$ cat src/rtl/out_serializer_argmax.sv
// out_serializer_argmax
// Output stage behind the last conv/max-pool layer. Pooled 8-lane feature
// vectors are buffered, then serialized one lane per word onto a show-ahead
// output FIFO interface. After the last pixel of each image, one trailer
// word is appended. The trailer holds the index of the lane with the
// largest running maximum.
//
// Ports
//   clock           rising-edge clock
//   resetn          asynchronous, active-low reset
//   in_valid        in_data_0..7 carry one pixel vector
//   in_data_0..7    lane 0..7 feature values (IEEE-754 single, post-ReLU)
//   in_full         buffer full; in_valid is ignored while high
//   fifo_out_data   {image_class, data}; valid while !fifo_out_empty
//   fifo_out_rdreq  consumes the current word when !fifo_out_empty
//   fifo_out_empty  no word held on fifo_out_data
//   done            one-cycle pulse after a trailer word is consumed
module out_serializer_argmax #(
  parameter int DATA_WIDTH = 32,
  parameter int WIDTH      = 7,
  parameter int HEIGHT     = 7,
  parameter int DEPTH      = 4
) (
  input  logic                  clock,
  input  logic                  resetn,
  input  logic                  in_valid,
  input  logic [DATA_WIDTH-1:0] in_data_0,
  input  logic [DATA_WIDTH-1:0] in_data_1,
  input  logic [DATA_WIDTH-1:0] in_data_2,
  input  logic [DATA_WIDTH-1:0] in_data_3,
  input  logic [DATA_WIDTH-1:0] in_data_4,
  input  logic [DATA_WIDTH-1:0] in_data_5,
  input  logic [DATA_WIDTH-1:0] in_data_6,
  input  logic [DATA_WIDTH-1:0] in_data_7,
  output logic                  in_full,
  output logic [DATA_WIDTH:0]   fifo_out_data,
  input  logic                  fifo_out_rdreq,
  output logic                  fifo_out_empty,
  output logic                  done
);

  localparam int PTR_W  = $clog2(DEPTH);
  localparam int CNT_W  = PTR_W + 1;
  localparam int PIXELS = WIDTH * HEIGHT;
  localparam int PIX_W  = (PIXELS > 1) ? $clog2(PIXELS) : 1;
  localparam int LAST   = PIXELS - 1;
  localparam int VEC_W  = 8 * DATA_WIDTH;

  typedef enum logic [1:0] {IDLE, EMIT, TRAILER} state_t;

  state_t                state, state_next;
  logic [VEC_W-1:0]      mem [DEPTH];
  logic [VEC_W-1:0]      in_vec, head_vec, lane_vec;
  logic [PTR_W-1:0]      wr_ptr, rd_ptr;
  logic [CNT_W-1:0]      count, count_next;
  logic [DATA_WIDTH-1:0] max_q [8];
  logic [DATA_WIDTH-1:0] best;
  logic [PIX_W-1:0]      pix_cnt;
  logic [2:0]            lane;
  logic [2:0]            argmax;
  logic                  out_valid;
  logic                  wr_en, pop, load_lane, load_trailer, trailer_done, pix_inc;
  logic                  can_load, consume, buf_empty;

  // Negative features count as zero; non-negative IEEE-754 orders like unsigned.
  function automatic logic [DATA_WIDTH-1:0] clamp(input logic [DATA_WIDTH-1:0] v);
    return v[DATA_WIDTH-1] ? '0 : v;
  endfunction

  assign in_vec         = {in_data_7, in_data_6, in_data_5, in_data_4,
                           in_data_3, in_data_2, in_data_1, in_data_0};
  assign head_vec       = mem[rd_ptr];
  assign wr_en          = in_valid && !in_full;
  assign buf_empty      = (count == '0);
  assign count_next     = count + CNT_W'(wr_en) - CNT_W'(pop);
  assign fifo_out_empty = !out_valid;
  assign consume        = out_valid && fifo_out_rdreq;
  assign can_load       = !out_valid || fifo_out_rdreq;

  // Vector storage; contents need no reset because the pointers gate all reads.
  always_ff @(posedge clock) begin
    if (wr_en) mem[wr_ptr] <= in_vec;
  end

  // Buffer pointers and occupancy. in_full is registered from the next
  // occupancy, so a pop on a full buffer only frees the slot one cycle later.
  always_ff @(posedge clock or negedge resetn) begin
    if (!resetn) begin
      wr_ptr  <= '0;
      rd_ptr  <= '0;
      count   <= '0;
      in_full <= 1'b0;
    end else begin
      if (wr_en) wr_ptr <= wr_ptr + 1'b1;
      if (pop)   rd_ptr <= rd_ptr + 1'b1;
      count   <= count_next;
      in_full <= (count_next == CNT_W'(DEPTH));
    end
  end

  // State register.
  always_ff @(posedge clock or negedge resetn) begin
    if (!resetn) state <= IDLE;
    else         state <= state_next;
  end

  // Next-state and datapath strobes. While emitting, the head vector is
  // popped on the same edge as lane 7 loads, so back-to-back vectors stream
  // without a bubble.
  always_comb begin
    state_next   = state;
    pop          = 1'b0;
    load_lane    = 1'b0;
    load_trailer = 1'b0;
    trailer_done = 1'b0;
    pix_inc      = 1'b0;
    unique case (state)
      IDLE: begin
        if (!buf_empty) begin
          pop        = 1'b1;
          state_next = EMIT;
        end
      end
      EMIT: begin
        if (can_load) begin
          load_lane = 1'b1;
          if (lane == 3'd7) begin
            if (pix_cnt == PIX_W'(LAST)) begin
              state_next = TRAILER;
            end else begin
              pix_inc = 1'b1;
              if (!buf_empty) pop = 1'b1;
              else            state_next = IDLE;
            end
          end
        end
      end
      TRAILER: begin
        if (consume && fifo_out_data[DATA_WIDTH]) begin
          trailer_done = 1'b1;
          state_next   = IDLE;
        end else if (can_load) begin
          load_trailer = 1'b1;
        end
      end
      default: state_next = IDLE;
    endcase
  end

  // Argmax over the running maxima. The strict compare keeps the lowest
  // index on ties, and an all-zero image yields lane 0.
  always_comb begin
    best   = '0;
    argmax = 3'd0;
    for (int i = 0; i < 8; i++) begin
      if (max_q[i] > best) begin
        best   = max_q[i];
        argmax = 3'(i);
      end
    end
  end

  // Lane register, running maxima, pixel counter and the output word register.
  always_ff @(posedge clock or negedge resetn) begin
    if (!resetn) begin
      lane_vec      <= '0;
      lane          <= 3'd0;
      pix_cnt       <= '0;
      out_valid     <= 1'b0;
      fifo_out_data <= '0;
      done          <= 1'b0;
      for (int i = 0; i < 8; i++) max_q[i] <= '0;
    end else begin
      if (pop) begin
        lane_vec <= head_vec;
        lane     <= 3'd0;
      end else if (load_lane) begin
        lane <= lane + 3'd1;
      end

      for (int i = 0; i < 8; i++) begin
        if (trailer_done)
          max_q[i] <= '0;
        else if (pop && (clamp(head_vec[i*DATA_WIDTH +: DATA_WIDTH]) > max_q[i]))
          max_q[i] <= clamp(head_vec[i*DATA_WIDTH +: DATA_WIDTH]);
      end

      if (trailer_done) pix_cnt <= '0;
      else if (pix_inc) pix_cnt <= pix_cnt + 1'b1;

      if (load_lane) begin
        out_valid     <= 1'b1;
        fifo_out_data <= {1'b0, lane_vec[lane*DATA_WIDTH +: DATA_WIDTH]};
      end else if (load_trailer) begin
        out_valid     <= 1'b1;
        fifo_out_data <= {1'b1, {(DATA_WIDTH-3){1'b0}}, argmax};
      end else if (consume) begin
        out_valid <= 1'b0;
      end

      done <= trailer_done;
    end
  end

endmodule
$ cat config.mk
export PLATFORM = sky130hd
export DESIGN_NAME = out_serializer_argmax
export DESIGN_NICKNAME = d
export VERILOG_FILES = /design/src/rtl/out_serializer_argmax.sv
export SDC_FILE = /design/constraint.sdc
export NUM_CORES = 2
export LEC_CHECK = 0
export ABC_AREA = 0
export ABC_CLOCK_PERIOD_IN_PS = 13500
export CAP_MARGIN = 30
export CORE_ASPECT_RATIO = 1.75
export CORE_MARGIN = 3
export CORE_UTILIZATION = 56
export DETAILED_ROUTE_END_ITERATION = 12
export PLACE_DENSITY = 0.74
export SYNTH_ARGS = -nofsm -noshare
export SYNTH_HDL_FRONTEND = slang
export SYNTH_SLANG_ARGS = --single-unit
$ cat constraint.sdc
create_clock -name clock -period 13.5 [get_ports clock]
set_input_delay 2.7 -clock clock [delete_from_list [all_inputs] [get_ports clock]]
set_output_delay 2.7 -clock clock [all_outputs]
set_load 0.1 [all_outputs]
**Routing congestion**

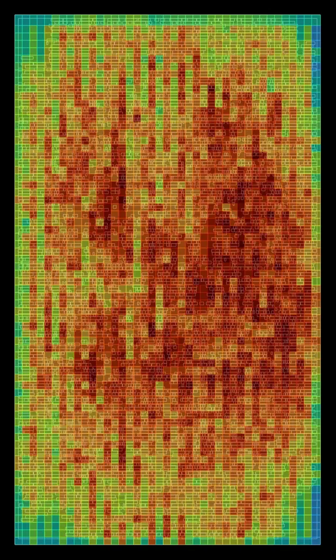
Global Route met1 Usage: 37.80%
GRT Max-Usage Layer: met2

**Close-up of the layout**

Region (59, 357) to (84, 382) um. Cells in grey, sequential cells in the stronger grey; small squares are vias.
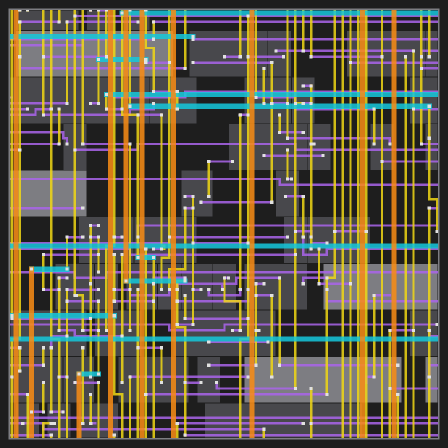
Key: purple = met1; orange = met4; cyan = met3; yellow = met2
Sequential cells in the window: 3. Most frequent: inv_1 (7), nand2_1 (6), ha_1 (6). 40 logic cells have their middle in the window. Netlist names of flops here include max_q (2), lane_vec (1).

==> metrics.csv <==
metric,value,unit
status,finished with violations,
violated checks,negative setup slack,
Yosys top cell by area,edfxtp_1,
max_slew headroom,30.56,%
Synth flops,1582,
Die H,492.9,um
Area leader share,40.53,%
GR Overflow Total,0,
Setup TNS Final,-6811,ps
CTS root buf,clkbuf_16,
WP depth,75,
Seq pwr share,28.4,%
routed wire length,248.4,mm
first-pass GRT wire length,359.1,mm
initial antenna violation count,19,
total clock buffers created by CTS,143,
distinct lib cells,70,
yosys warning tally,0,
endpoints failing setup,3,
DR pass1 iterations,6,
Worst R2R Path Depth,75,
vias in the first global route,52920,
Net Sw Power,0.01064,W
Post-Layout Cell Count,8351,
# DRC,0,
Max Clk Rate,63.07,MHz
HP Start,lane_vec[228]$_DFFE_PN0P_,
most frequent CP cell,buf_12,
Final Max-Slew Violation Tally,0,
Placed Area,0.08450,mm2
min-delay worst type,register to register,
post-synthesis average cell area,13.30,um2
FP Core Util,56.40,%
fin crit share,117.4,%
PortBufs,295,
worst slew pin tran,1039,ps
clock sink count,1582,
top cells by area,"edfxtp_1 (41%), dfrtp_1 (18%), mux4_2 (9.4%), ha_1 (7.8%), nand2_1 (5.1%)",
"Largest delay share family, worst path",AND-OR/OR-AND gates,
Die Area,0.1401,mm2
final hold violations,0,
CTS Buffer Depth,3,
RSZ-0062 raised after global routing,true,
syn nets,6435,
Die X,284.2,um
"antenna viol nets, final",0,
DP Wirelength,182.9,mm
Vias,51100,
clock power share,16.6,%
register area share after synthesis,58.94,%
Max Cap Viol,0,
count of library flops with an enable pin,1024,
share of layout cells above drive strength 1,20.90,%
Crit Path Category,register to register,
most numerous logic cells after layout,"edfxtp_1 (1,024), nand2_1 (1,016), dfrtp_1 (553), buf_4 (474), ha_1 (433)",
fin util,68.09,%
Critical Path Slowest Stage Cell,a311oi_4,
CTS tree,done,
CP Buf/Inv Count,15,
combinational power share,55.0,%
top-level port count,296,
Net Sw Frac,41.25,%
mapped cell area,0.07587,mm2
clock insertion delay at the later pin of the skew report,820,ps
Post-Layout Inst Area,0.09159,mm2
count of tool warnings,52,
largest net degree at the start of global routing,161,
worst hold path depth,2,
Critical Path AT,16540,ps
Critical Path RT,14180,ps
Hold EP,lane_vec[228]$_DFFE_PN0P_,
CP Launch Type,register,
final setup margin,-2356,ps
Reg-to-Reg End,fifo_out_data[2]$_DFFE_PN0P_,
worst reg2reg setup slack,-2360,ps
leakage dissipation,38.01,nW
H-tree levels,4,
Rows,178,
Period minus WS final,15860,ps
Worst Path Max Fanout,7,
**M1 wires**

Scale: 1 px per um.
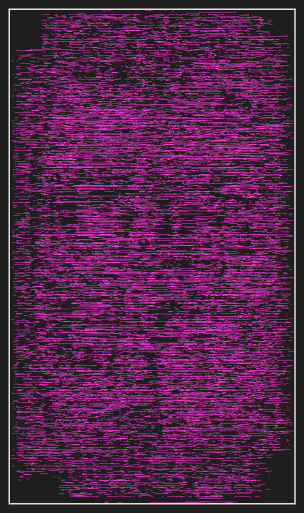
The longest straight run is 107 um. 6,817 nets have wire on it. The layer holds 33% of the routed length. The wires run mostly horizontal. The layer carries 81.1 mm of wire.

[routing by layer]
layer	up-vias	GRT usage [%]	part of all wire (%)
met5	-	0	0.014
met4	4	31.78	11
met3	774	5.288	5.1
met2	1957	61.69	51
met1	25930	37.80	33
li1	22430	-	-
[power by group through the flow]
stage	clock [W]	combinational [W]	sequential, W
global placement	0	0.0123	0.00731
detailed placement	0	0.0125	0.00737
finish	0.00428	0.0142	0.00732
CTS	0.00433	0.0133	0.00730
global route	0.00450	0.0151	0.00741
floorplan	0	0.00713	0.00743
[registers in the layout (all words and copies together) (netlist names)]
name,cells
out_valid,1
mem,1024
count,3
lane_vec,256
fifo_out_data,33
done,1
pix_cnt,6
rd_ptr,2
wr_ptr,2
lane,3
state,2
in_full,1
max_q,248
[Yosys cell counts, types with 9 or more instances]
master    instances
o21a_1           58
edfxtp_1       1024
a31oi_1          11
o21ai_0         115
ha_1            471
mux2i_1         155
a21oi_1         152
and3_1           99
inv_1           394
nor4_1           13
nand2b_1         44
o211a_1          30
xnor2_1           9
dfrtp_1         558
buf_1            43
buf_4            10
nor2b_1         228
nand3_1          34
nand4_1          95
a211oi_1         15
mux2_2           61
mux4_2          318
and4_1            9
clkbuf_1        208
nor3_1           20
a221o_1          95
nand3b_1         30
nand2_1        1021
nor2_1           97
a21o_1           95
a22o_1           93
[kinds of logic after synthesis]
kind of cell / after synthesis / synth area share, %
flip-flops: 1582 / 58.94
adder cells (fa/ha/maj): 472 / 7.794
multiplexers: 534 / 12.39
AND-OR/OR-AND: 727 / 6.943
XOR/XNOR: 12 / 0.1385
AND/OR/NAND/NOR: 1711 / 10.43
buffers and inverters: 665 / 3.363
[worst max path at each step]
stage	startpoint	slack, ps	end
2_1_floorplan	max_q[245]$_DFFE_PN0P_	-430	fifo_out_data[2]$_DFFE_PN0P_
3_3_place_gp	max_q[199]$_DFFE_PN0P_	-2870	fifo_out_data[2]$_DFFE_PN0P_
3_5_place_dp	max_q[199]$_DFFE_PN0P_	-3140	fifo_out_data[2]$_DFFE_PN0P_
4_1_cts	max_q[215]$_DFFE_PN0P_	-2160	fifo_out_data[2]$_DFFE_PN0P_
5_1_grt	max_q[245]$_DFFE_PN0P_	-2890	fifo_out_data[2]$_DFFE_PN0P_
6_report	max_q[215]$_DFFE_PN0P_	-2360	fifo_out_data[2]$_DFFE_PN0P_
[worst min-delay path, stage by stage (launching register included)]
cell and delay, ps:
dfrtp_1 340, nand2_1 50, nand2_1 50
[layout make-up]
class	instances	area [um2]
Antenna cell	16	40.04
Inverter	395	1490
Clock buffer	185	3890
Sequential cell	1582	44730
Tap cell	1800	2252
Timing Repair Buffer	835	7861
Clock inverter	82	1050
Fill cell	9583	42930
Multi-Input combinational cell	3456	30280
[through the flow]
step / power [W] / hold WS, ps
after global placement: 0.01963 / 452.2
final: 0.02579 / 473.1
after detailed placement: 0.01989 / 458.5
after CTS: 0.02496 / 473.1
after global routing: 0.02697 / 488.7
after floorplan: 0.01456 / 440.3
[timing repair]
item                                    in CTS  in global routing
gates resized                              119                142
pin swaps                                   33                 77
endpoints found under the setup margin       3                  3
cloned                                       5                  4
setup buffers                               26                 31
Power and IR drop assume default switching activity.
